Fig. 1: a small window of the routed layout
Window x 101 to 126, y 101 to 126 um. Cells in gray, sequential cells in the stronger gray; small squares are vias.
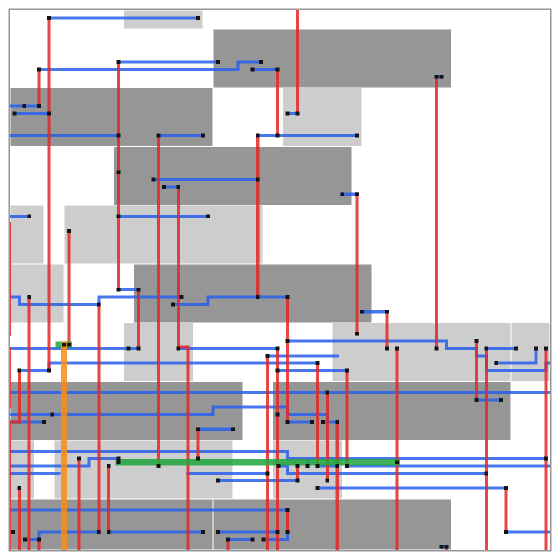
Fig. 2: selected gate families
(2 px per um)
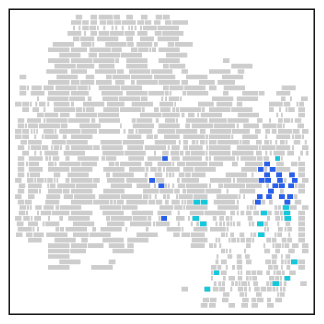
Fig. 3: sequential cells colored by netlist name
(3 px per um) Other sequential cells in the stronger gray, the rest of the logic in the fainter gray.
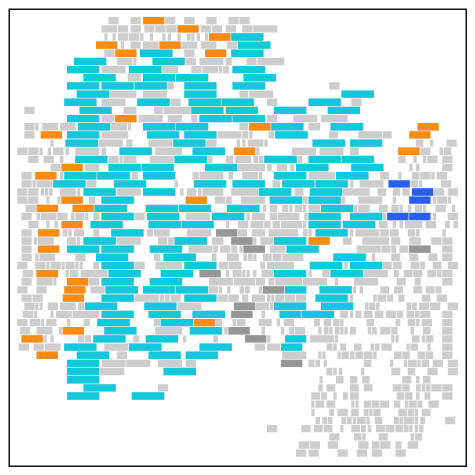
Fig. 4: track usage over the die
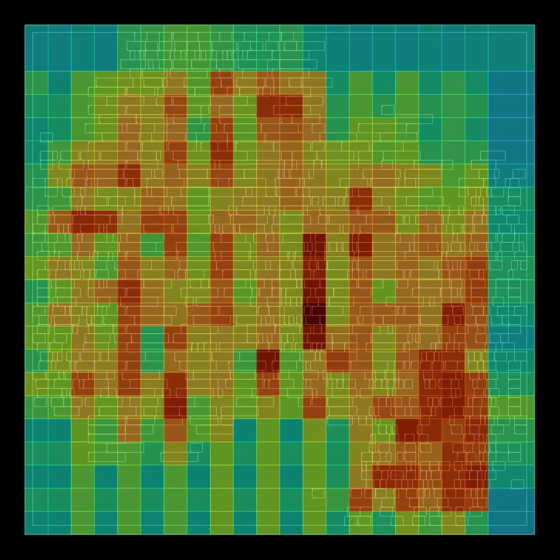
--- src/rtl/rv32_wb_pkg.sv ---
// Shared types and constants for the register-file writeback arbiter.
//   REG_COUNT   number of architectural integer registers (x0..x31)
//   REG_ADDR_W  register index width
//   XLEN        register data width
//   wb_entry_t  one queued writeback: valid flag, destination register, value
//   wb_src_t    which source drives the regfile write port in a given cycle
//   reg_onehot  one-hot decode of a register index into a REG_COUNT-bit mask
package rv32_wb_pkg;

    localparam int REG_COUNT  = 32;
    localparam int REG_ADDR_W = $clog2(REG_COUNT);
    localparam int XLEN       = 32;

    typedef struct packed {
        logic                  valid;
        logic [REG_ADDR_W-1:0] rd;
        logic [XLEN-1:0]       value;
    } wb_entry_t;

    typedef enum logic [1:0] {
        SRC_NONE,
        SRC_PIPE,
        SRC_FIFO,
        SRC_BYPASS
    } wb_src_t;

    function automatic logic [REG_COUNT-1:0] reg_onehot(input logic [REG_ADDR_W-1:0] rd);
        return REG_COUNT'(1) << rd;
    endfunction

endpackage

--- src/rtl/rv32_wb_fifo.sv ---
// Queue of long-latency writeback results awaiting a free regfile write slot.
// Entries keep arrival order. A newer in-order write to the same register can
// invalidate queued entries in place; an invalidated entry still occupies its
// slot until it reaches the head and is popped.
// Ports:
//   clk, reset             clock; synchronous active-high reset
//   push/push_rd/push_value append an entry at the tail (never asserted when full)
//   pop                     remove the head entry (never asserted when empty)
//   inval/inval_rd          clear the valid flag of every live entry targeting inval_rd
//   head                    current head entry (valid=0 when empty or invalidated)
//   full/empty/count        occupancy, live plus invalidated entries, 0..DEPTH
//   pending_mask            bit n set while a valid entry targets xn; bit 0 always 0
module rv32_wb_fifo
    import rv32_wb_pkg::*;
#(
    parameter int DEPTH = 4
) (
    input  logic                   clk,
    input  logic                   reset,
    input  logic                   push,
    input  logic [REG_ADDR_W-1:0]  push_rd,
    input  logic [XLEN-1:0]        push_value,
    input  logic                   pop,
    input  logic                   inval,
    input  logic [REG_ADDR_W-1:0]  inval_rd,
    output wb_entry_t              head,
    output logic                   full,
    output logic                   empty,
    output logic [$clog2(DEPTH):0] count,
    output logic [REG_COUNT-1:0]   pending_mask
);

    localparam int PTR_W = $clog2(DEPTH);

    wb_entry_t        entries [DEPTH];
    logic [PTR_W-1:0] head_ptr;
    logic [PTR_W-1:0] tail_ptr;
    logic [PTR_W:0]   count_q;

    // Valid flags are cleared on pop, so a set flag always means "live and not
    // superseded"; the mask and head checks never need to consult the pointers.
    always_ff @(posedge clk) begin
        if (reset) begin
            head_ptr <= '0;
            tail_ptr <= '0;
            count_q  <= '0;
            // NOTE: only the valid flags are reset; rd/value of an invalid slot are
            // never observed, so the payload storage stays reset-free.
            for (int i = 0; i < DEPTH; i++) begin
                entries[i].valid <= 1'b0;
            end
        end else begin
            for (int i = 0; i < DEPTH; i++) begin
                if (inval && entries[i].valid && (entries[i].rd == inval_rd)) begin
                    entries[i].valid <= 1'b0;
                end
            end
            if (pop) begin
                entries[head_ptr].valid <= 1'b0;
                head_ptr                <= head_ptr + 1'b1;
            end
            // The tail slot is never live when pushing, so this write cannot collide
            // with the invalidate above; a same-cycle push is never invalidated.
            if (push) begin
                entries[tail_ptr] <= '{valid: 1'b1, rd: push_rd, value: push_value};
                tail_ptr          <= tail_ptr + 1'b1;
            end
            case ({push, pop})
                2'b10:   count_q <= count_q + 1'b1;
                2'b01:   count_q <= count_q - 1'b1;
                default: count_q <= count_q;
            endcase
        end
    end

    assign head  = entries[head_ptr];
    assign count = count_q;
    assign full  = (count_q == (PTR_W+1)'(DEPTH));
    assign empty = (count_q == '0);

    always_comb begin
        // NOTE: assign a default before the loop so every path drives the mask and
        // no latch is inferred.
        pending_mask = '0;
        for (int i = 0; i < DEPTH; i++) begin
            if (entries[i].valid) begin
                pending_mask = pending_mask | reg_onehot(entries[i].rd);
            end
        end
        pending_mask[0] = 1'b0;
    end

endmodule

--- src/rtl/rv32_wb_arbiter.sv ---
// Register-file write port arbiter. The in-order pipeline has no backpressure
// and always wins the port; long-latency results (load/mul/div) are queued and
// drain in cycles the pipeline leaves idle, or bypass the queue when it is empty.
// Ports:
//   clk, reset                   clock; synchronous active-high reset
//   pipe_rd_in / _writeback_in / _value_in   pipeline writeback request
//   mc_valid_in, mc_ready_out    long-latency handshake (transfer = valid && ready)
//   mc_rd_in, mc_value_in        long-latency result
//   rd_out / rd_writeback_out / rd_value_out registered regfile write port
//   pending_mask_out             registers with a queued, still-valid write
module rv32_wb_arbiter
    import rv32_wb_pkg::*;
#(
    parameter int DEPTH = 4
) (
    input  logic                  clk,
    input  logic                  reset,
    input  logic [4:0]            pipe_rd_in,
    input  logic                  pipe_rd_writeback_in,
    input  logic [31:0]           pipe_rd_value_in,
    input  logic                  mc_valid_in,
    output logic                  mc_ready_out,
    input  logic [4:0]            mc_rd_in,
    input  logic [31:0]           mc_value_in,
    output logic [4:0]            rd_out,
    output logic                  rd_writeback_out,
    output logic [31:0]           rd_value_out,
    output logic [REG_COUNT-1:0]  pending_mask_out
);

    wb_entry_t              head;
    logic                   fifo_full;
    logic                   fifo_empty;
    logic [$clog2(DEPTH):0] fifo_count;
    logic                   fifo_push;
    logic                   fifo_pop;

    logic    active_q;
    logic    pipe_write;
    logic    mc_write;
    logic    head_dead;
    wb_src_t src;

    // Ready depends only on flops: active_q keeps it low through reset, and a pop
    // from a full queue raises it one cycle later, when the count has dropped.
    assign mc_ready_out = active_q && !fifo_full;

    // Writes to x0 are dropped here; an x0 mc transfer still completes its handshake.
    assign pipe_write = pipe_rd_writeback_in && (pipe_rd_in != '0);
    assign mc_write   = mc_valid_in && mc_ready_out && (mc_rd_in != '0);

    // A superseded head is discarded without using the write port, so it can be
    // popped even while the pipeline owns the port.
    assign head_dead = (fifo_count != '0) && !head.valid;

    always_comb begin
        src = SRC_NONE;
        if (pipe_write) begin
            src = SRC_PIPE;
        end else if (head.valid) begin
            src = SRC_FIFO;
        end else if (fifo_empty && mc_write) begin
            // Bypass only with nothing queued, so mc results never overtake each other.
            src = SRC_BYPASS;
        end
    end

    assign fifo_pop  = head_dead || (src == SRC_FIFO);
    assign fifo_push = mc_write && (src != SRC_BYPASS);

    rv32_wb_fifo #(
        .DEPTH (DEPTH)
    ) u_fifo (
        .clk          (clk),
        .reset        (reset),
        .push         (fifo_push),
        .push_rd      (mc_rd_in),
        .push_value   (mc_value_in),
        .pop          (fifo_pop),
        .inval        (pipe_write),
        .inval_rd     (pipe_rd_in),
        .head         (head),
        .full         (fifo_full),
        .empty        (fifo_empty),
        .count        (fifo_count),
        .pending_mask (pending_mask_out)
    );

    // NOTE: sequential state uses non-blocking assignments so every flop samples
    // the pre-edge values of the others.
    always_ff @(posedge clk) begin
        if (reset) begin
            active_q         <= 1'b0;
            rd_out           <= '0;
            rd_writeback_out <= 1'b0;
            rd_value_out     <= '0;
        end else begin
            active_q         <= 1'b1;
            rd_writeback_out <= (src != SRC_NONE);
            // Address and data hold their previous values in idle cycles.
            case (src)
                SRC_PIPE: begin
                    rd_out       <= pipe_rd_in;
                    rd_value_out <= pipe_rd_value_in;
                end
                SRC_FIFO: begin
                    rd_out       <= head.rd;
                    rd_value_out <= head.value;
                end
                SRC_BYPASS: begin
                    rd_out       <= mc_rd_in;
                    rd_value_out <= mc_value_in;
                end
                default: begin
                    rd_out       <= rd_out;
                    rd_value_out <= rd_value_out;
                end
            endcase
        end
    end

endmodule

--- config.mk ---
export PLATFORM = sky130hd
export DESIGN_NAME = rv32_wb_arbiter
export DESIGN_NICKNAME = d
export VERILOG_FILES = /design/src/rtl/rv32_wb_pkg.sv /design/src/rtl/rv32_wb_fifo.sv /design/src/rtl/rv32_wb_arbiter.sv
export SDC_FILE = /design/constraint.sdc
export NUM_CORES = 1
export LEC_CHECK = 0
export CORE_MARGIN = 2
export CORE_UTILIZATION = 43
export CTS_CLUSTER_SIZE = 28
export DETAILED_ROUTE_END_ITERATION = 12
export GPL_TIMING_DRIVEN = 0
export PLACE_DENSITY = 0.77
export SYNTH_ARGS = -nofsm -noshare
export SYNTH_HDL_FRONTEND = slang
export SYNTH_SLANG_ARGS = --single-unit
--- constraint.sdc ---
create_clock -name clk -period 4.8 [get_ports clk]
set_input_delay 1.44 -clock clk [delete_from_list [all_inputs] [get_ports clk]]
set_output_delay 1.44 -clock clk [all_outputs]
set_load 0.01 [all_outputs]
==> results.py <==
# Auto-generated metrics
metrics = {
    "outcome": {
        "status": "finished, final reports clean",
    },
    "detailed_routing": {
        "drt-pass1-iter-count": 7,
        "vias_per_cell": 5.913,
        "routed_wl_mm": 24.80,
        "wl_met2_mm": 12.07,
        "highest_layer": "met4",
        "wl_met1_mm": 10.02,
        "drtAntennaViolNets": 0,
    },
    "worst_setup_path": {
        "crit_type": "register to output pin",
        "rr_worst_depth": 11,
        "crit_chain": "clkbuf_1 -> nor3b_1 -> inv_1 -> o221ai_1 -> clkdlybuf4s50_1",
        "endpoint": "pending_mask_out[18]",
        "cp_max_fo": 9,
        "timing.rr.end": "u_fifo.count[2]$_SDFFE_PP0P_",
    },
    "final_timing": {
        "tns_ns": 0,
        "slew_violations": 0,
        "fmax_mhz": 223.4,
        "tightest_slew_ns": 1.124,
        "final_hold_viol_count": 0,
    },
    "final_layout": {
        "layout-drive-gt1-share_pct": 16.21,
        "final_area_mm2": 0.01181,
        "fin_cells": 1157,
        "areaGrowthSynthToFinish_pct": 25.75,
    },
    "global_routing": {
        "grt_pass1_wl_mm": 37.76,
        "antenna_found_initial": 1,
        "grt_pass1_vias": 6738,
    },
    "power": {
        "pwr-share-comb_pct": 27.0,
        "maxPowerGroup": "sequential cells",
        "power_density_mw_per_mm2": 396.5,
        "pg_comb_mw": 1.27,
    },
    "logic_synthesis": {
        "synth_top_flop_cell": "edfxtp_1",
        "synthArstFlopShare_pct": 0,
        "ys_cells": 700,
        "netlist.area_leader.share_pct": 47.32,
        "netlist_area_mm2": 0.009393,
        "yosysTopAreaCell": "edfxtp_1",
        "syn_nets": 788,
    },
    "placement": {
        "placed_cell_area_mm2": 0.01124,
        "gp_congestion": 0.9447,
        "post-dp-hpwl_mm": 17.26,
        "portBuffers": 140,
    },
    "die": {
        "dieHeight_um": 151.8,
        "core_mm2": 0.02162,
    },
    "cts": {
        "cts_tree": "yes",
        "cts_inserted_buffers": 17,
        "cts_setup_buffers": 0,
    },
    "hold_path": {
        "holdPathStages": 2,
    },
}
## Picture notes: Fig. 1
Key: red = met2; orange = met4; green = met3; blue = met1
Most frequent: edfxtp_1 (8), mux4_2 (2), o221ai_1 (2). 16 logic cells have their middle in the window. Netlist names of flops here include u_fifo.entries (8). Sequential cells in the window: 8.

## Picture notes: Fig. 2
Key: cyan = AND-OR and OR-AND gates [cells 16, most used a221o_1]; blue = XOR/XNOR gates [cells 24, most used xor2_1, where east]
Commonest Layout Cell: edfxtp_1
logic gate fraction of the total cell area: 30.01%

## Picture notes: Fig. 3
Key: blue = rd_out [sequential cells 5, where east]; cyan = u_fifo.entries [sequential cells 152]; orange = rd_value_out [sequential cells 32]
Another 11 sequential cells are not colored.
post-layout util: 54.63%
Reg area: 0.005485 mm2
Seq group: 2.04 mW
register share of the cell area: 46.44%

## Picture notes: Fig. 4
GRT Util Overall: 21.99%
GR Util met3: 5.210%
GR peak layer: met2
drt wl/cell: 21.43 um
GR Util met2: 36.01%

==> area by class of cell <==
class	instances	area (um2)
fillers	1785	9809
flip-flops and latches	200	5485
multi-input cells	424	3545
repair buffers	144	1489
clock buffers	20	466.7
well taps	280	350.3
plain buffers	57	296.5
clock inverters	12	105.1
inverters	19	71.32
diodes	1	2.502
==> state kept, by name, summed over array words and instances (netlist names), named ones only <==
signal,cells
u_fifo.entries,152
u_fifo.count,3
rd_value_out,32
u_fifo.head_ptr,2
rd_out,5
u_fifo.tail_ptr,2
active_q,1
rd_writeback_out,1
==> cells by family after synthesis <==
kind of cell | synth area share (%)
and+or+nand+nor | 10.18
buffers and inverters | 3.916
adders and majority gates | 1.412
other | 0.03992
muxes | 9.804
xor gates and xnor gates | 2.238
DFF | 58.40
AOI/OAI and AO/OA | 14.01
Power is estimated from default activity; no workload was simulated.
